==> src/rtl/spi_slave_ram_ctrl.sv <==
// SPI slave front-end for the single-port RAM: deserialises 10-bit command
// words onto rx_data/rx_valid and serialises RAM read data back onto MISO.
module spi_slave_ram_ctrl #(
    parameter int TX_WAIT_MAX = 4
) (
    input  logic       clk,
    input  logic       rst_n,
    input  logic       SS_n,
    input  logic       MOSI,
    output logic       MISO,
    output logic [9:0] rx_data,
    output logic       rx_valid,
    input  logic [7:0] tx_data,
    input  logic       tx_valid
);

    typedef enum logic [2:0] {IDLE, CHK_CMD, WRITE, READ_ADD, READ_DATA} state_t;
    typedef enum logic [1:0] {PH_SHIFT, PH_WAIT, PH_OUT, PH_HOLD} phase_t;

    localparam logic [3:0] WAIT_MAX = 4'(TX_WAIT_MAX);

    state_t     state_r, state_s;
    phase_t     phase_r, phase_s;
    logic [8:0] shift_r, shift_s;
    logic [3:0] bit_cnt_r, bit_cnt_s;
    logic [3:0] wait_cnt_r, wait_cnt_s;
    logic [7:0] tx_shift_r, tx_shift_s;
    logic       rd_addr_seen_r, rd_addr_seen_s;
    logic       miso_r, miso_s;
    logic [9:0] rx_data_r, rx_data_s;
    logic       rx_valid_r, rx_valid_s;

    assign MISO     = miso_r;
    assign rx_data  = rx_data_r;
    assign rx_valid = rx_valid_r;

    // State register and all registered outputs.
    always_ff @(posedge clk) begin
        if (!rst_n) begin
            state_r        <= IDLE;
            phase_r        <= PH_SHIFT;
            shift_r        <= 9'd0;
            bit_cnt_r      <= 4'd0;
            wait_cnt_r     <= 4'd0;
            tx_shift_r     <= 8'd0;
            rd_addr_seen_r <= 1'b0;
            miso_r         <= 1'b0;
            rx_data_r      <= 10'd0;
            rx_valid_r     <= 1'b0;
        end else begin
            state_r        <= state_s;
            phase_r        <= phase_s;
            shift_r        <= shift_s;
            bit_cnt_r      <= bit_cnt_s;
            wait_cnt_r     <= wait_cnt_s;
            tx_shift_r     <= tx_shift_s;
            rd_addr_seen_r <= rd_addr_seen_s;
            miso_r         <= miso_s;
            rx_data_r      <= rx_data_s;
            rx_valid_r     <= rx_valid_s;
        end
    end

    // Next-state and next-output logic.
    always_comb begin
        state_s        = state_r;
        phase_s        = phase_r;
        shift_s        = shift_r;
        bit_cnt_s      = bit_cnt_r;
        wait_cnt_s     = wait_cnt_r;
        tx_shift_s     = tx_shift_r;
        rd_addr_seen_s = rd_addr_seen_r;
        miso_s         = 1'b0;
        rx_data_s      = rx_data_r;
        rx_valid_s     = 1'b0;

        case (state_r)
            IDLE: begin
                phase_s    = PH_SHIFT;
                bit_cnt_s  = 4'd0;
                wait_cnt_s = 4'd0;
                if (!SS_n) begin
                    state_s = CHK_CMD;
                end else begin
                    state_s = IDLE;
                end
            end
            CHK_CMD: begin
                if (SS_n) begin
                    state_s = IDLE;
                end else begin
                    shift_s   = {8'd0, MOSI};
                    bit_cnt_s = 4'd0;
                    phase_s   = PH_SHIFT;
                    if (!MOSI) begin
                        state_s = WRITE;
                    end else if (!rd_addr_seen_r) begin
                        state_s = READ_ADD;
                    end else begin
                        state_s = READ_DATA;
                    end
                end
            end
            WRITE, READ_ADD, READ_DATA: begin
                if (SS_n) begin
                    // Deselect discards any partial word and clears the counters.
                    state_s    = IDLE;
                    phase_s    = PH_SHIFT;
                    bit_cnt_s  = 4'd0;
                    wait_cnt_s = 4'd0;
                end else begin
                    case (phase_r)
                        PH_SHIFT: begin
                            shift_s   = {shift_r[7:0], MOSI};
                            bit_cnt_s = bit_cnt_r + 4'd1;
                            if (bit_cnt_r == 4'd8) begin
                                rx_data_s  = {shift_r, MOSI};
                                rx_valid_s = 1'b1;
                                bit_cnt_s  = 4'd0;
                                wait_cnt_s = 4'd0;
                                if (state_r == READ_DATA) begin
                                    phase_s        = PH_WAIT;
                                    rd_addr_seen_s = 1'b0;
                                end else if (state_r == READ_ADD) begin
                                    phase_s        = PH_HOLD;
                                    rd_addr_seen_s = 1'b1;
                                end else begin
                                    phase_s = PH_HOLD;
                                end
                            end else begin
                                phase_s = PH_SHIFT;
                            end
                        end
                        PH_WAIT: begin
                            if (tx_valid) begin
                                tx_shift_s = tx_data;
                                bit_cnt_s  = 4'd8;
                                phase_s    = PH_OUT;
                            end else begin
                                wait_cnt_s = wait_cnt_r + 4'd1;
                                if ((wait_cnt_r + 4'd1) == WAIT_MAX) begin
                                    phase_s = PH_HOLD;
                                end else begin
                                    phase_s = PH_WAIT;
                                end
                            end
                        end
                        PH_OUT: begin
                            miso_s     = tx_shift_r[7];
                            tx_shift_s = {tx_shift_r[6:0], 1'b0};
                            bit_cnt_s  = bit_cnt_r - 4'd1;
                            if (bit_cnt_r == 4'd1) begin
                                phase_s = PH_HOLD;
                            end else begin
                                phase_s = PH_OUT;
                            end
                        end
                        PH_HOLD: begin
                            phase_s = PH_HOLD;
                        end
                        default: begin
                            phase_s = PH_HOLD;
                        end
                    endcase
                end
            end
            default: begin
                state_s = IDLE;
                phase_s = PH_SHIFT;
            end
        endcase
    end

endmodule
==> config.mk <==
export PLATFORM = sky130hd
export DESIGN_NAME = spi_slave_ram_ctrl
export DESIGN_NICKNAME = d
export VERILOG_FILES = /design/src/rtl/spi_slave_ram_ctrl.sv
export SDC_FILE = /design/constraint.sdc
export NUM_CORES = 1
export LEC_CHECK = 0
export ABC_AREA = 1
export CORE_ASPECT_RATIO = 0.8
export CORE_UTILIZATION = 25
export CTS_CLUSTER_DIAMETER = 60
export DETAILED_ROUTE_END_ITERATION = 7
export PLACE_DENSITY_LB_ADDON = 0.15
export RECOVER_POWER = 100
export SLEW_MARGIN = 20
export SYNTH_ARGS = -nofsm -noshare
export SYNTH_HDL_FRONTEND = slang
export SYNTH_SLANG_ARGS = --single-unit
==> constraint.sdc <==
create_clock -name clk -period 2.1 [get_ports clk]
set_clock_uncertainty 0.2 [all_clocks]
set_input_delay 0.42 -clock clk [delete_from_list [all_inputs] [get_ports clk]]
set_output_delay 0.42 -clock clk [all_outputs]
set_load 0.01 [all_outputs]
Figure 1. Signal wires on met1.
Scale bar: 20 um. Supply wires on this layer in gray.
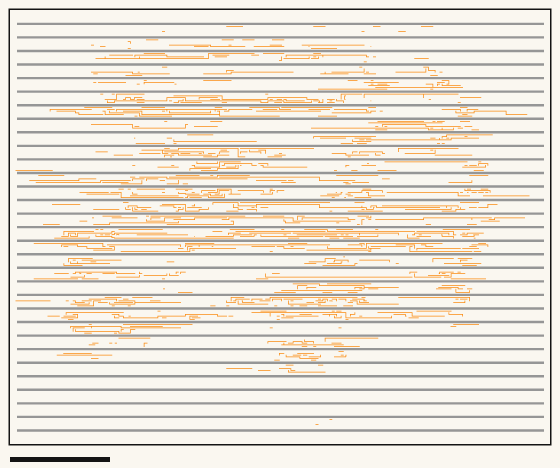
share of all routed wire = 55%
wire length on this layer = 3050 um
main direction = horizontal
longest straight run = 29.4 um
nets with wire on the layer = 349
GRT met1 Usage: 19.6%
vias after detailed routing: 2114
wirelength, routed: 5550 um

Figure 2. Met2 routing.
Scale bar: 20 um.
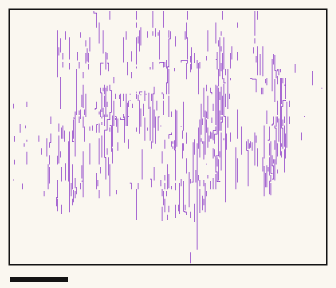
nets with wire on the layer = 277
longest straight run = 36.4 um
wire length on this layer = 2120 um
fraction of met2 tracks used by global routing: 18.0%

Figure 3. Signal wires on met3.
Cells faint in the background.
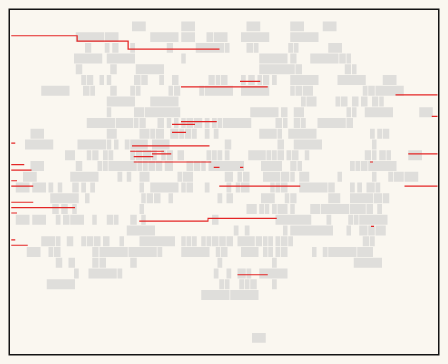
longest straight run = 23.0 um
nets with wire on the layer = 28
wire length on this layer = 289 um
share of all routed wire = 5.2%
main direction = horizontal
GRT met3 Usage: 3.96%

-- power breakdown --
group          internal [mW]  switching (mW)  total (mW)
sequential             0.825         0.00991       0.835
combinational         0.0607          0.0894       0.150
clock                  0.555           0.316       0.871
-- state kept, by name (all words and copies together), names as in the netlist --
signal,cells
rx_data,10
shift_r,9
tx_shift_r,8
bit_cnt_r,4
wait_cnt_r,4
state_r,3
phase_r,2
MISO,1
rd_addr_seen_r,1
rx_valid,1
-- cells by family after synthesis --
group	share of synthesized area [%]
AOI/OAI and AO/OA	13.4
DFF	38.0
and+or+nand+nor	35.0
adders and majority gates	4.98
buffers and inverters	8.57
-- worst register-to-register path, delay by kind of cell, from the launching register on --
kind	cells	cell delay, ps
buf+inv	3	280
fa+ha+maj	1	260
simple gates	4	420
compound gates	1	360
flops	1	340
-- area by class of cell --
cell class                      count  share of cell area [%]
Clock inverter                      1                    1.05
Clock buffer                        6                    4.52
Sequential cell                    43                    30.2
Inverter                           34                    4.48
Timing Repair Buffer               40                    12.4
Tap cell                          112                    4.91
Multi-Input combinational cell    238                    42.4
-- per-stage QoR --
stage | instance area, um^2 | power [mW] | instances | utilization, %
floorplan | 2260 | 0.942 | 326 | -
global placement | 2700 | 1.01 | 467 | 31.2
detailed placement | 2700 | 1.01 | 467 | 31.2
CTS | 2860 | 1.89 | 474 | 33.1
global route | 2850 | 1.94 | 474 | 33.0
finish | 2850 | 1.86 | 474 | 33.0
-- per-layer routing --
| layer | track usage, % | vias to the layer above | wire length [um] | part of all wire, % |
|---|---|---|---|---|
| met1 | 19.6 | 927 | 3050 | 55 |
| met3 | 3.96 | 7 | 289 | 5.2 |
| li1 | - | 1134 | - | - |
| met2 | 18.0 | 46 | 2120 | 38 |
| met5 | 0 | - | 0 | 0 |
| met4 | 4.42 | 0 | 80 | 1.4 |
==> run summary <==
Flow results.

- The run finished with clean final reports.
- The final count of hold timing violations is 0.
- The initial antenna violation count was 0.
- The total overflow left after global routing is 0.
- The clock root buffer is sky130_fd_sc_hd__clkbuf_16.
- The peak clock frequency supported by timing is 0.510 GHz.
- Across all checked pins, the minimum headroom to the slew limit is 59.6%.
- The end point of the most critical hold path is tx_shift_r[1].
- The number of pins with negative max-slew slack in the final report is 0.
- The setup slack after layout is 139 ps.
- For reference, the most critical setup path is categorized as reg -> reg.
- Counting instances in the post-synthesis netlist gives the leading cell types as sky130_fd_sc_hd__nand2_1, sky130_fd_sc_hd__dfxtp_1, sky130_fd_sc_hd__a21oi_1, sky130_fd_sc_hd__nand3_1, sky130_fd_sc_hd__inv_1.
- Once detailed placement completed, the half-perimeter wirelength came to 4100 um.
- After its last routability iteration, the placer logged a weighted congestion of 0.802.
- The depth of the worst register-to-register path is 9.
- The largest vdd supply drop is 0.384 mV.
- The source of the worst hold timing path is tx_shift_r[1].
- The layout report lists the multi-input gate area as 1210 um^2.
- The net count of the mapped netlist is 348.
- Per the final layout report, the fraction of cells sized above drive strength 1 comes to 8.84%.
- After synthesis the cells add up to 2260 um^2.
- The number of stages on the worst setup path is 9.
- The post-route minimum period is 1960 ps.
- The launching element type of the critical path is a flop.
- The last element of the critical path is wait_cnt_r[0].
- In this run the deepest clock path goes through 2 buffers.
- The top cell type by total area after synthesis is sky130_fd_sc_hd__dfxtp_1.
- The cell type of the slowest stage on the worst timing path is sky130_fd_sc_hd__o21ai_0.
- The post-cts sizing count is 0.
- The number of buffers added for setup after CTS is 0.
- The critical register-to-register path startpoint is phase_r[1].
- The most numerous cell type found on the critical path is sky130_fd_sc_hd__inv_1.
- The repair_antennas step left the layout with diodes totalling 0.
- In this design, the stage delay of the slowest critical-path cell is 360 ps.
- Looking at the reg2reg group, the worst path ends at wait_cnt_r[0].
- After synthesis, the netlist uses 30 different library cells.
- The yosys stat chip area is 2260 um^2.
- Along the critical path, the tally of buffer and inverter instances is 3.
- The critical path endpoint category is a flop.
- The number of placement rows is 30.
- For reference, the top cells by area after synthesis are sky130_fd_sc_hd__dfxtp_1, sky130_fd_sc_hd__nand2_1, sky130_fd_sc_hd__a21oi_1.
- The register cell area after layout is 861 um^2.
Power figures rest on the tool's default switching activity, not on a simulated workload.
